**src/rtl/rr_slot_arbiter.sv**
```systemverilog
// ---------------------------------------------------------------------------
// rr_slot_arbiter
//
// Purpose:
//   This module issues the grants for the 8-channel fixed-slot timing scheme.
//   It arbitrates channel requests round-robin and owns the slot timer.
//   A slot is SLOT_LEN cycles long:
//     - SLOT_LEN-1 grant cycles, during which gnt is one-hot and gnt_done=1.
//     - One guard cycle, during which gnt=0 and slot_done=1.
//   At the end of the guard cycle the arbiter either starts the next slot
//   back-to-back or returns to idle.
//   Every output is registered, so no combinational path runs from req/rel
//   to any output.
//
// Optional feature (compile-time macro SLOT_PRIO_CH0_EN):
//   defined   : ch0 wins any arbitration in which req[0]=1. A ch0 grant leaves
//               the rotation pointer untouched, so ch1..NCH-1 keep their order.
//   undefined : pure round-robin over all NCH channels.
//
// Ports:
//   Clk          in   1     clock, rising edge
//   count_reset  in   1     asynchronous, active-high reset
//   req          in   NCH   per-channel request level
//   rel          in   NCH   per-channel early release (granted channel only)
//   gnt          out  NCH   one-hot grant
//   gnt_id       out  IDW   index of current/last granted channel
//   gnt_done     out  1     grant window open
//   slot_done    out  1     one-cycle pulse on the guard cycle
//   busy         out  1     arbiter is inside a slot (GRANT state)
// ---------------------------------------------------------------------------
module rr_slot_arbiter #(
    parameter int NCH      = 8,
    parameter int SLOT_LEN = 10,
    parameter int CW       = 4,
    parameter int IDW      = 3
) (
    input  logic           Clk,
    input  logic           count_reset,
    input  logic [NCH-1:0] req,
    input  logic [NCH-1:0] rel,
    output logic [NCH-1:0] gnt,
    output logic [IDW-1:0] gnt_id,
    output logic           gnt_done,
    output logic           slot_done,
    output logic           busy
);

    typedef enum logic {IDLE, GRANT} state_t;

    // Counter value of the guard cycle, and of the last grant cycle.
    localparam logic [CW-1:0] CNT_GUARD = CW'(SLOT_LEN - 1);
    localparam logic [CW-1:0] CNT_LAST  = CW'(SLOT_LEN - 2);

    state_t         state_q, state_d;
    logic [CW-1:0]  cnt_q, cnt_d;
    logic [IDW-1:0] ptr_q, ptr_d;
    logic [NCH-1:0] gnt_q, gnt_d;
    logic [IDW-1:0] gnt_id_q, gnt_id_d;
    logic           gnt_done_q, gnt_done_d;
    logic           slot_done_q, slot_done_d;
    logic           busy_q, busy_d;

    logic [IDW-1:0] winner;
    logic           upd_ptr;
    logic           start_slot;

    // Returns the first requesting channel after p, scanning p+1, p+2, ...
    // modulo NCH. p itself is checked last, so a channel that was just served
    // waits behind every other requester.
    function automatic logic [IDW-1:0] rr_pick(input logic [NCH-1:0] r,
                                               input logic [IDW-1:0] p);
        logic [IDW-1:0] w;
        logic           found;
        int             idx;
        w     = '0;
        found = 1'b0;
        for (int i = 1; i <= NCH; i++) begin
            idx = (int'(p) + i) % NCH;
            if (!found && r[IDW'(idx)]) begin
                w     = IDW'(idx);
                found = 1'b1;
            end
        end
        return w;
    endfunction

    always_ff @(posedge Clk or posedge count_reset) begin
        if (count_reset) begin
            state_q     <= IDLE;
            cnt_q       <= '0;
            ptr_q       <= IDW'(NCH - 1);
            gnt_q       <= '0;
            gnt_id_q    <= '0;
            gnt_done_q  <= 1'b0;
            slot_done_q <= 1'b0;
            busy_q      <= 1'b0;
        end else begin
            state_q     <= state_d;
            cnt_q       <= cnt_d;
            ptr_q       <= ptr_d;
            gnt_q       <= gnt_d;
            gnt_id_q    <= gnt_id_d;
            gnt_done_q  <= gnt_done_d;
            slot_done_q <= slot_done_d;
            busy_q      <= busy_d;
        end
    end

    always_comb begin
        state_d     = state_q;
        cnt_d       = cnt_q;
        ptr_d       = ptr_q;
        gnt_d       = gnt_q;
        gnt_id_d    = gnt_id_q;
        gnt_done_d  = gnt_done_q;
        slot_done_d = slot_done_q;
        busy_d      = busy_q;
        start_slot  = 1'b0;

        winner  = rr_pick(req, ptr_q);
        upd_ptr = 1'b1;
`ifdef SLOT_PRIO_CH0_EN
        // ch0 overrides the rotation and does not move the pointer.
        if (req[0]) begin
            winner  = '0;
            upd_ptr = 1'b0;
        end
`endif

        case (state_q)
            IDLE: begin
                cnt_d       = '0;
                slot_done_d = 1'b0;
                if (|req) begin
                    start_slot = 1'b1;
                end
            end
            GRANT: begin
                if (cnt_q == CNT_GUARD) begin
                    // End of guard: chain straight into the next slot or go idle.
                    slot_done_d = 1'b0;
                    cnt_d       = '0;
                    if (|req) begin
                        start_slot = 1'b1;
                    end else begin
                        state_d = IDLE;
                        busy_d  = 1'b0;
                    end
                end else if ((cnt_q == CNT_LAST) || ((rel & gnt_q) != '0)) begin
                    // Timeout, or early release by the owner: jump to the guard cycle.
                    // gnt_q is one-hot on the owner here, so masking ignores other rel bits.
                    cnt_d       = CNT_GUARD;
                    gnt_d       = '0;
                    gnt_done_d  = 1'b0;
                    slot_done_d = 1'b1;
                end else begin
                    cnt_d = cnt_q + CW'(1);
                end
            end
            default: begin
                state_d = IDLE;
            end
        endcase

        if (start_slot) begin
            state_d    = GRANT;
            cnt_d      = '0;
            gnt_d      = {{(NCH-1){1'b0}}, 1'b1} << winner;
            gnt_id_d   = winner;
            gnt_done_d = 1'b1;
            busy_d     = 1'b1;
            if (upd_ptr) begin
                ptr_d = winner;
            end
        end
    end

    assign gnt       = gnt_q;
    assign gnt_id    = gnt_id_q;
    assign gnt_done  = gnt_done_q;
    assign slot_done = slot_done_q;
    assign busy      = busy_q;

endmodule

```
**config.mk**
```make
export PLATFORM = sky130hd
export DESIGN_NAME = rr_slot_arbiter
export DESIGN_NICKNAME = d
export VERILOG_FILES = /design/src/rtl/rr_slot_arbiter.sv
export SDC_FILE = /design/constraint.sdc
export NUM_CORES = 1
export LEC_CHECK = 0
export ABC_AREA = 1
export ABC_CLOCK_PERIOD_IN_PS = 3300
export CAP_MARGIN = 10
export CORE_MARGIN = 2
export CORE_UTILIZATION = 52
export DETAILED_ROUTE_END_ITERATION = 8
export PLACE_DENSITY = 0.82
export REMOVE_ABC_BUFFERS = 1
export SETUP_SLACK_MARGIN = 0.3
export SYNTH_ARGS = -nofsm -noshare
export SYNTH_HDL_FRONTEND = slang
export SYNTH_SLANG_ARGS = --single-unit
```
**constraint.sdc**
```tcl
create_clock -name Clk -period 3.3 [get_ports Clk]
set_clock_uncertainty 0.2 [all_clocks]
set_input_delay 0.66 -clock Clk [delete_from_list [all_inputs] [get_ports Clk]]
set_output_delay 0.66 -clock Clk [all_outputs]
set_load 0.1 [all_outputs]
```
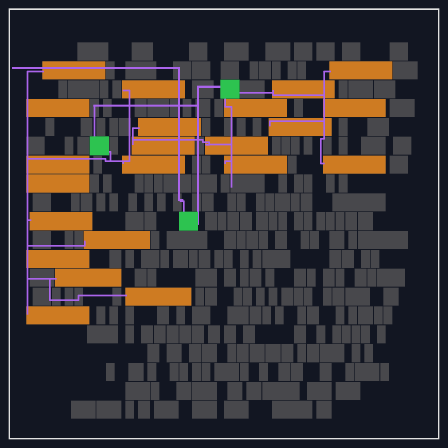
(images/clock_wires.png)
legend:
  purple:
    item: clock wires
    length: 258 um
  orange:
    item: flip-flops
    count: 22
  green:
    item: clock-net drivers
    count: 3
routed clock nets: 4

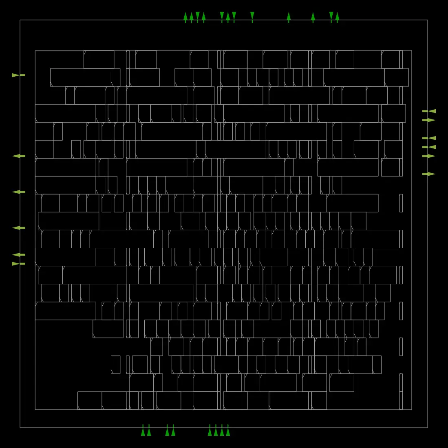
(images/placed.png)
tap cell count: 44
Site Rows: 20
fillcell total: 312
Flops: 22

==> impl_metrics.csv <==
group,metric,value,unit
hold_path,hp-class,"register to register",
clock_network,clkLatencyLatePin,0.31,ns
status,status,"finished, final reports clean",
yosys,synthTopCellsByCount,"86 x nand2_1, 37 x nand3_1, 25 x inv_1",
global_routing,grt_overflow,0,
yosys,synthArstFlopShare,100.0,%
yosys,synthXorXnorAreaFrac,2.958,%
critical_path,worstRegToRegCells,15,
placement,placed_cells,328,
clock_network,cts_tree,"done",
cells_and_area,buffers_excl_clock,33,
critical_path,timing.critical_path.to,"gnt[0]$_DFFE_PP0P_",
cells_and_area,logic_gate_count,199,
yosys,fa_ha_area_share,3.608,%
route,top_layer_used,"met4",
cells_and_area,final_core_utilization,67.58,%
final_timing,fin_crit_sh,84.69,%
cells_and_area,layout_top_cell,"nand2_1",
yosys,synth_top_cell_by_count,"nand2_1",
cells_and_area,fin_area,2097,sq um
final_timing,tns,0,ns
route,first_iter_violations,103,
yosys,top_logic_kind,"simple AND/OR/NAND/NOR gates",
cells_and_area,areaGrowthSynthToFinish,20.92,%
cells_and_area,largest_cell_class,"multi-input combinational cells",
cells_and_area,lay_top_cells,"86 x nand2_1, 37 x nand3_1, 24 x inv_1",
final_timing,max_freq,357.8,MHz
cells_and_area,flop_area,554.3,sq um
clock_network,cts_hold_buffers,0,
yosys,ys.flop_type,"dfrtp_1",
critical_path,worstPathRequired,3.36,ns
critical_path,cp_top_family,"simple AND/OR/NAND/NOR gates",
placement,gp_congestion,0.9140,
yosys,edf_count,0,
critical_path,r2r_setup_slack,0.51,ns
route,vias,1711,
run,max-cap-violations,0,
floorplanning,core_area,3103,sq um
clock_network,cts_root_buffer,"clkbuf_4",
yosys,largest_area_cell,"dfrtp_1",
cells_and_area,layout.nonclk_buf_share,13.84,%
route,route.met3.wl,214,um
cells_and_area,comb_area,1046,sq um
route,dr.pass1.iters,4,
yosys,yosysTopAreaCellShare,27.42,%
critical_path,crit_slowest_cell,"dfstp_2",
yosys,ys_seq_share,31.96,%
clock_network,cts_setup_buffers,0,
hold_path,hp-start,"gnt_id[2]$_DFFE_PP0P_",
critical_path,r2r-start,"ptr_q[0]$_DFFE_PP1P_",
yosys,ys_sh_aoi,6.494,%
final_timing,report.final.hold_viol_count,0,
yosys,syn_area,1734,sq um
cells_and_area,fin_nets,312,
yosys,synth_flops,22,
final_timing,relSlewSlack,47.02,%
yosys,yosys_cells,255,
yosys,synth.cellmix.simpleShare,46.68,%
route,wl_met2,1728,um
floorplanning,dieHeight,61.75,um
global_routing,grt_max_degree,23,
clock_network,path_clk_slew,0.12,ns
clock_network,cts_max_level,1,
final_timing,min_period,2.795,ns
final_timing,holdWs,0.3015,ns
final_timing,rsz0062_at_grt,"false",
cells_and_area,clock_area_share,1.730,%
placement,hpwlAfterDp,3151,um
floorplanning,initial_utilization,55.89,%
clock_network,clockBufferDepth,2,
route,drc_errors,0,
global_routing,grt_util_met3,4.141,%
yosys,ys_types,31,
route,detail_route.wl_per_cell,11.79,um
global_routing,antenna_found_initial,0,
critical_path,crit_chain,"inv_2 -> ha_2 -> inv_4 -> nand3_1 -> nand2_1 -> nand2_1 -> nand2_1 -> nand4_4 -> nor2_4 -> nand3_1 -> nand2_1 -> nand2_2 -> nor2_4 -> nand2_1 -> nand2_1",
